==> src/rtl/mem_port_arbiter.sv <==
// mem_port_arbiter: shares one single-port memory between instruction fetch and the MEM stage.
// Data requests win ties; a streak counter forces a fetch grant after MAX_D_STREAK
// consecutive data grants made while fetch was waiting.
// Ports: clk_i/rst_n_i (async active-low reset); if_req_i/if_addr_i -> if_rdata_o/if_done_o/if_stall_o;
// d_req_i/d_we_i/d_addr_i/d_wdata_i -> d_rdata_o/d_done_o; mem_req_o/mem_we_o/mem_addr_o/mem_wdata_o
// with mem_ack_i/mem_rdata_i; err_o sticky timeout flag.
// Build option: define ARB_TIMEOUT_EN to enable the TIMEOUT_CYCLES watchdog (err_o tied low otherwise).
`timescale 1ns/1ps
module mem_port_arbiter #(
  parameter int ADDR_W         = 32,
  parameter int DATA_W         = 32,
  parameter int MAX_D_STREAK   = 4,
  parameter int TIMEOUT_CYCLES = 64
) (
  input  logic              clk_i,
  input  logic              rst_n_i,
  input  logic              if_req_i,
  input  logic [ADDR_W-1:0] if_addr_i,
  output logic [DATA_W-1:0] if_rdata_o,
  output logic              if_done_o,
  output logic              if_stall_o,
  input  logic              d_req_i,
  input  logic              d_we_i,
  input  logic [ADDR_W-1:0] d_addr_i,
  input  logic [DATA_W-1:0] d_wdata_i,
  output logic [DATA_W-1:0] d_rdata_o,
  output logic              d_done_o,
  output logic              mem_req_o,
  output logic              mem_we_o,
  output logic [ADDR_W-1:0] mem_addr_o,
  output logic [DATA_W-1:0] mem_wdata_o,
  input  logic              mem_ack_i,
  input  logic [DATA_W-1:0] mem_rdata_i,
  output logic              err_o
);
  typedef enum logic [1:0] {IDLE, IF_BUSY, D_BUSY, DONE} state_t;
  localparam int SW = $clog2(MAX_D_STREAK + 1);
  localparam logic [SW-1:0] MAX_S = SW'(MAX_D_STREAK);
  state_t r_state, w_next;
  logic [SW-1:0] r_streak;
  logic r_own_d, r_we;
  logic [ADDR_W-1:0] r_addr;
  logic [DATA_W-1:0] r_wdata, r_if_rdata, r_d_rdata;
  logic w_busy, w_grant_d, w_grant_if, w_ack, w_timeout, w_end;
  assign w_busy     = (r_state == IF_BUSY) | (r_state == D_BUSY);
  assign w_grant_d  = d_req_i & (~if_req_i | (r_streak < MAX_S));
  assign w_grant_if = if_req_i & ~w_grant_d;
  assign w_ack      = w_busy & mem_ack_i;
  assign w_end      = w_ack | w_timeout;
`ifdef ARB_TIMEOUT_EN
  localparam int TW = $clog2(TIMEOUT_CYCLES + 1);
  localparam logic [TW-1:0] TO_LAST = TW'(TIMEOUT_CYCLES - 1);
  logic [TW-1:0] r_tcnt;
  logic r_err;
  // Counter is zero in IDLE, so every grant starts a fresh watchdog window.
  assign w_timeout = w_busy & ~mem_ack_i & (r_tcnt == TO_LAST);
  assign err_o     = r_err;
  always_ff @(posedge clk_i or negedge rst_n_i)
    if (!rst_n_i) begin
      r_tcnt <= '0;
      r_err  <= 1'b0;
    end else begin
      r_tcnt <= w_busy ? r_tcnt + 1'b1 : '0;
      r_err  <= r_err | w_timeout;
    end
`else
  assign w_timeout = 1'b0;
  assign err_o     = 1'b0;
`endif
  always_ff @(posedge clk_i or negedge rst_n_i)
    if (!rst_n_i) r_state <= IDLE;
    else r_state <= w_next;
  always_comb begin
    w_next = r_state;
    unique case (r_state)
      IDLE:            w_next = w_grant_d ? D_BUSY : w_grant_if ? IF_BUSY : IDLE;
      IF_BUSY, D_BUSY: w_next = w_end ? DONE : r_state;
      default:         w_next = IDLE;
    endcase
  end
  always_comb begin
    mem_req_o = w_busy;
    if_done_o = (r_state == DONE) & ~r_own_d;
    d_done_o  = (r_state == DONE) & r_own_d;
  end
  always_ff @(posedge clk_i or negedge rst_n_i)
    if (!rst_n_i) begin
      r_streak   <= '0;
      r_own_d    <= 1'b0;
      r_we       <= 1'b0;
      r_addr     <= '0;
      r_wdata    <= '0;
      r_if_rdata <= '0;
      r_d_rdata  <= '0;
    end else begin
      if (r_state == IDLE && (w_grant_d | w_grant_if)) begin
        r_own_d  <= w_grant_d;
        r_we     <= w_grant_d & d_we_i;
        r_addr   <= w_grant_d ? d_addr_i : if_addr_i;
        r_wdata  <= w_grant_d ? d_wdata_i : '0;
        // A data grant with fetch waiting implies streak < max, so +1 never overshoots.
        r_streak <= (w_grant_d & if_req_i) ? r_streak + 1'b1 : '0;
      end
      if (w_end & ~r_own_d) r_if_rdata <= w_timeout ? '0 : mem_rdata_i;
      if (r_own_d & ((w_ack & ~r_we) | w_timeout)) r_d_rdata <= w_timeout ? '0 : mem_rdata_i;
    end
  assign mem_we_o    = r_we;
  assign mem_addr_o  = r_addr;
  assign mem_wdata_o = r_wdata;
  assign if_rdata_o  = r_if_rdata;
  assign d_rdata_o   = r_d_rdata;
  assign if_stall_o  = if_req_i & ~if_done_o;
endmodule

==> config.mk <==
export PLATFORM = sky130hd
export DESIGN_NAME = mem_port_arbiter
export DESIGN_NICKNAME = d
export VERILOG_FILES = /design/src/rtl/mem_port_arbiter.sv
export SDC_FILE = /design/constraint.sdc
export NUM_CORES = 1
export LEC_CHECK = 0
export CORE_MARGIN = 10
export CORE_UTILIZATION = 37
export CTS_CLUSTER_SIZE = 16
export DETAILED_ROUTE_END_ITERATION = 16
export PLACE_DENSITY_LB_ADDON = 0.12
export RECOVER_POWER = 25
export SLEW_MARGIN = 20
export SYNTH_ARGS = -nofsm -noshare
export SYNTH_HDL_FRONTEND = slang
export SYNTH_SLANG_ARGS = --single-unit
==> constraint.sdc <==
create_clock -name clk_i -period 1.7 [get_ports clk_i]
set_input_delay 0.255 -clock clk_i [delete_from_list [all_inputs] [get_ports clk_i]]
set_output_delay 0.255 -clock clk_i [all_outputs]
set_load 0.02 [all_outputs]
### Clock routing

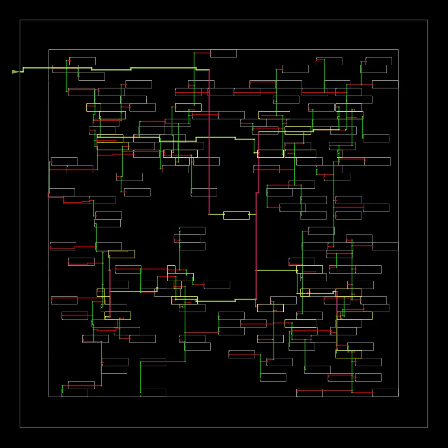
flip-flops: 135
Late-Pin Clk Latency: 410 ps
clk sinks: 135

### Signal wires by layer

Only two layers are drawn.
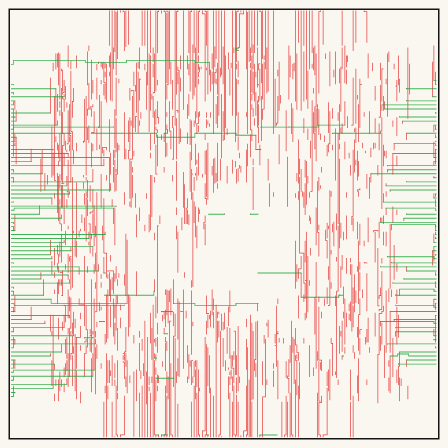
Key: red = M2 [wire length 9160 um]; green = M3 [wire length 1920 um]
vias: 4798
drt wl/cell: 19.5 um
WL final: 18900 um

==> flow_summary.toml <==
# physical design summary
[finish]
nonClkBufAreaFrac = 0.323
layout-drive-gt1-share = 0.173
seqAreaFraction = 0.358
comb_area_share = 0.224
combGateArea_um2 = 2110
clock_buffers = 20
final_cell_mix = "clkdlybuf4s50_1 (211), dfrtp_1 (135), nand2_1 (68), a21oi_1 (64), dlymetal6s2s_1 (45)"
antenna_cells = 0
layout_top_cell = "clkdlybuf4s50_1"
nMultiInputCombCells = 322
final_cell_area_um2 = 9450
instances_no_fill = 969
syn_to_final_growth_pct = 66.8
buffers = 289
utilization = 0.626
regArea_um2 = 3380
fin_nets = 905
clkCellAreaFrac = 0.0694
fill_cells = 1254
dominant_cells = "registers"
inverters = 3

[run_status]
outcome = "complete, but fails checks"
violations = "setup timing"

[synthesis]
edf_count = 0
top_logic_kind = "multiplexers"
ff_type = "dfrtp_1"
syn_inst = 496
ys_cells = 496
synth.area.mux_share = 0.147
synth.avg_cell_area_um2 = 11.4
ys_chip_area_um2 = 5660
syn_area_um2 = 5660
ys_types = 29
ys_sh_simple = 0.108
synthAdderAreaFrac = 0.00663
ys_seq_frac = 0.596
aoi_share = 0.102
yosysWarnings = 0
synthArstFlopShare = 1.00
synth_flops = 135
fp_nets = 633
xor_area_frac = 0

[sta]
timing.final.ws_setup_ps = -52.3
hold_violations = 0
fin_worst_skew_ps = 6.72
drv_slew = 0
maxSlewHeadroom = 0.559
rsz0062_at_grt = "yes"
max_slew.worst_pin.slew_ps = 661
fmax_mhz = 571
fin_crit_ps = 1750
period_used_share = 1.03
finalSetupViolations = 32

[placed_design]
numPortBuffers = 266
place_congestion = 0.776
place_inst = 932
placed_area_um2 = 8620
dp_hpwl_um = 13600
place_ws_ps = -231

[routing]
drc_errors = 0
wl_met3_um = 1920
topRoutingLayerUsed = "met4"
first_iter_violations = 236
wl_met2_um = 9160
viasPerCell = 4.95
final_antenna_net_count = 0
drt_pass1_iterations = 5
met1_length_um = 7580

[floorplan]
die_w_um = 144
die_area_um2 = 20700
io_pins = 268
fp-utilization = 0.375
coreArea_um2 = 15100
rows = 45
taps = 188
dieHeight_um = 144

[clocking]
cts_root_buf = "clkbuf_16"
clock_tree.buffer_depth = 2
cts_setup_buffers = 1
ctsResizeCount = 28
clkTransAtPathRegs_ps = 60
numCtsBuffers = 17
htree_levels = 4
cts_hold_buffers = 1
cts_tree = "yes"

[setup_path]
crit_path_end_kind = "flip-flop"
r2r_start = "r_state[0]$_DFFE_PN0P_"
r2r_slack_ps = -50
crit_end = "d_rdata_o[20]$_DFFE_PN0P_"
critPathKind = "reg2reg"
cp_data_required_time_ps = 2000
reg2reg_to = "d_rdata_o[20]$_DFFE_PN0P_"
cp_max_fo = 16
crit_path_start = "r_state[0]$_DFFE_PN0P_"
start_kind = "flip-flop"
critPathArrivalTime_ps = 2050
r2r_cells = 6

[global_routing]
grt_usage = 0.179
grt_pass1_wl_um = 28700
met2_usage = 0.290
grt_max_degree = 56
gr-usage-met3 = 0.0884
grt_busiest_layer = "met2"
globalRouteOverflowTotal = 0
grt_pass1_vias = 5204
grtUsageMet1 = 0.204
antenna_found_initial = 0

[pwr]
share_clk_of_total_power = 0.208
pg_comb_mw = 9.68
power_leakage_nw = 4.53
p_comb_frac = 0.496
switching_share = 0.367
netSwitchingPower_mw = 7.16
p_per_area_nw_per_um2 = 2070
maxPowerGroup = "combinational logic"
clock_power_mw = 4.06
seqPwrFrac = 0.296
ir_drop_mv = 1.14
seq_cell_power_mw = 5.79
internal_power_mw = 12.4

[min_path]
hp-class = "in2reg"
hold_end = "mem_addr_o[3]$_DFFE_PN0P_"
hp-start = "if_addr_i[3]"
hold-path-cell-count = 3

[job]
max_cap_violations = 0
warnings = 30
### Zoomed window

The bar under the picture is 10 um long. Window x 57 to 87, y 57 to 87 um. Cells in grey, sequential cells in the stronger grey; small squares are vias.
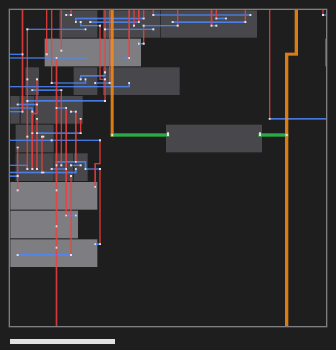
Key: blue = M1; green = M3; orange = M4; red = M2
Most frequent: dfrtp_1 (4), nand2_1 (3), a32o_1 (2). Netlist names of flops here include r_streak (3), r_state (1). 17 logic cells have their middle in the window. Sequential cells in the window: 4.

==> through the flow <==
step,TNS [ps],total power [mW],hold slack (ps)
floorplan,-2940,10.8,-40.6
global placement,-11010,15.4,127
detailed placement,-12010,15.6,129
CTS,-1300,19.8,243
global route,-3150,20.7,370
finish,-1290,19.5,383
==> worst max-delay path: stages, from the launching register on <==
cell	delay (ps)
dfrtp_1	380
inv_2	60
ha_4	270
nand2_2	50
or3_4	380
buf_12	190
mux2_4	300
==> synthesized netlist by cell type (all sizes together), types with 16 or more instances <==
master / instances / area, um2
nor2: 33 / 124
nand3: 34 / 170
dfrtp: 135 / 3380
a21oi: 64 / 320
buf: 16 / 134
o21ai: 37 / 185
clkbuf: 20 / 76.3
nand2: 69 / 262
mux2: 64 / 833
No activity file was given, so power comes from the tool's default toggle rates.
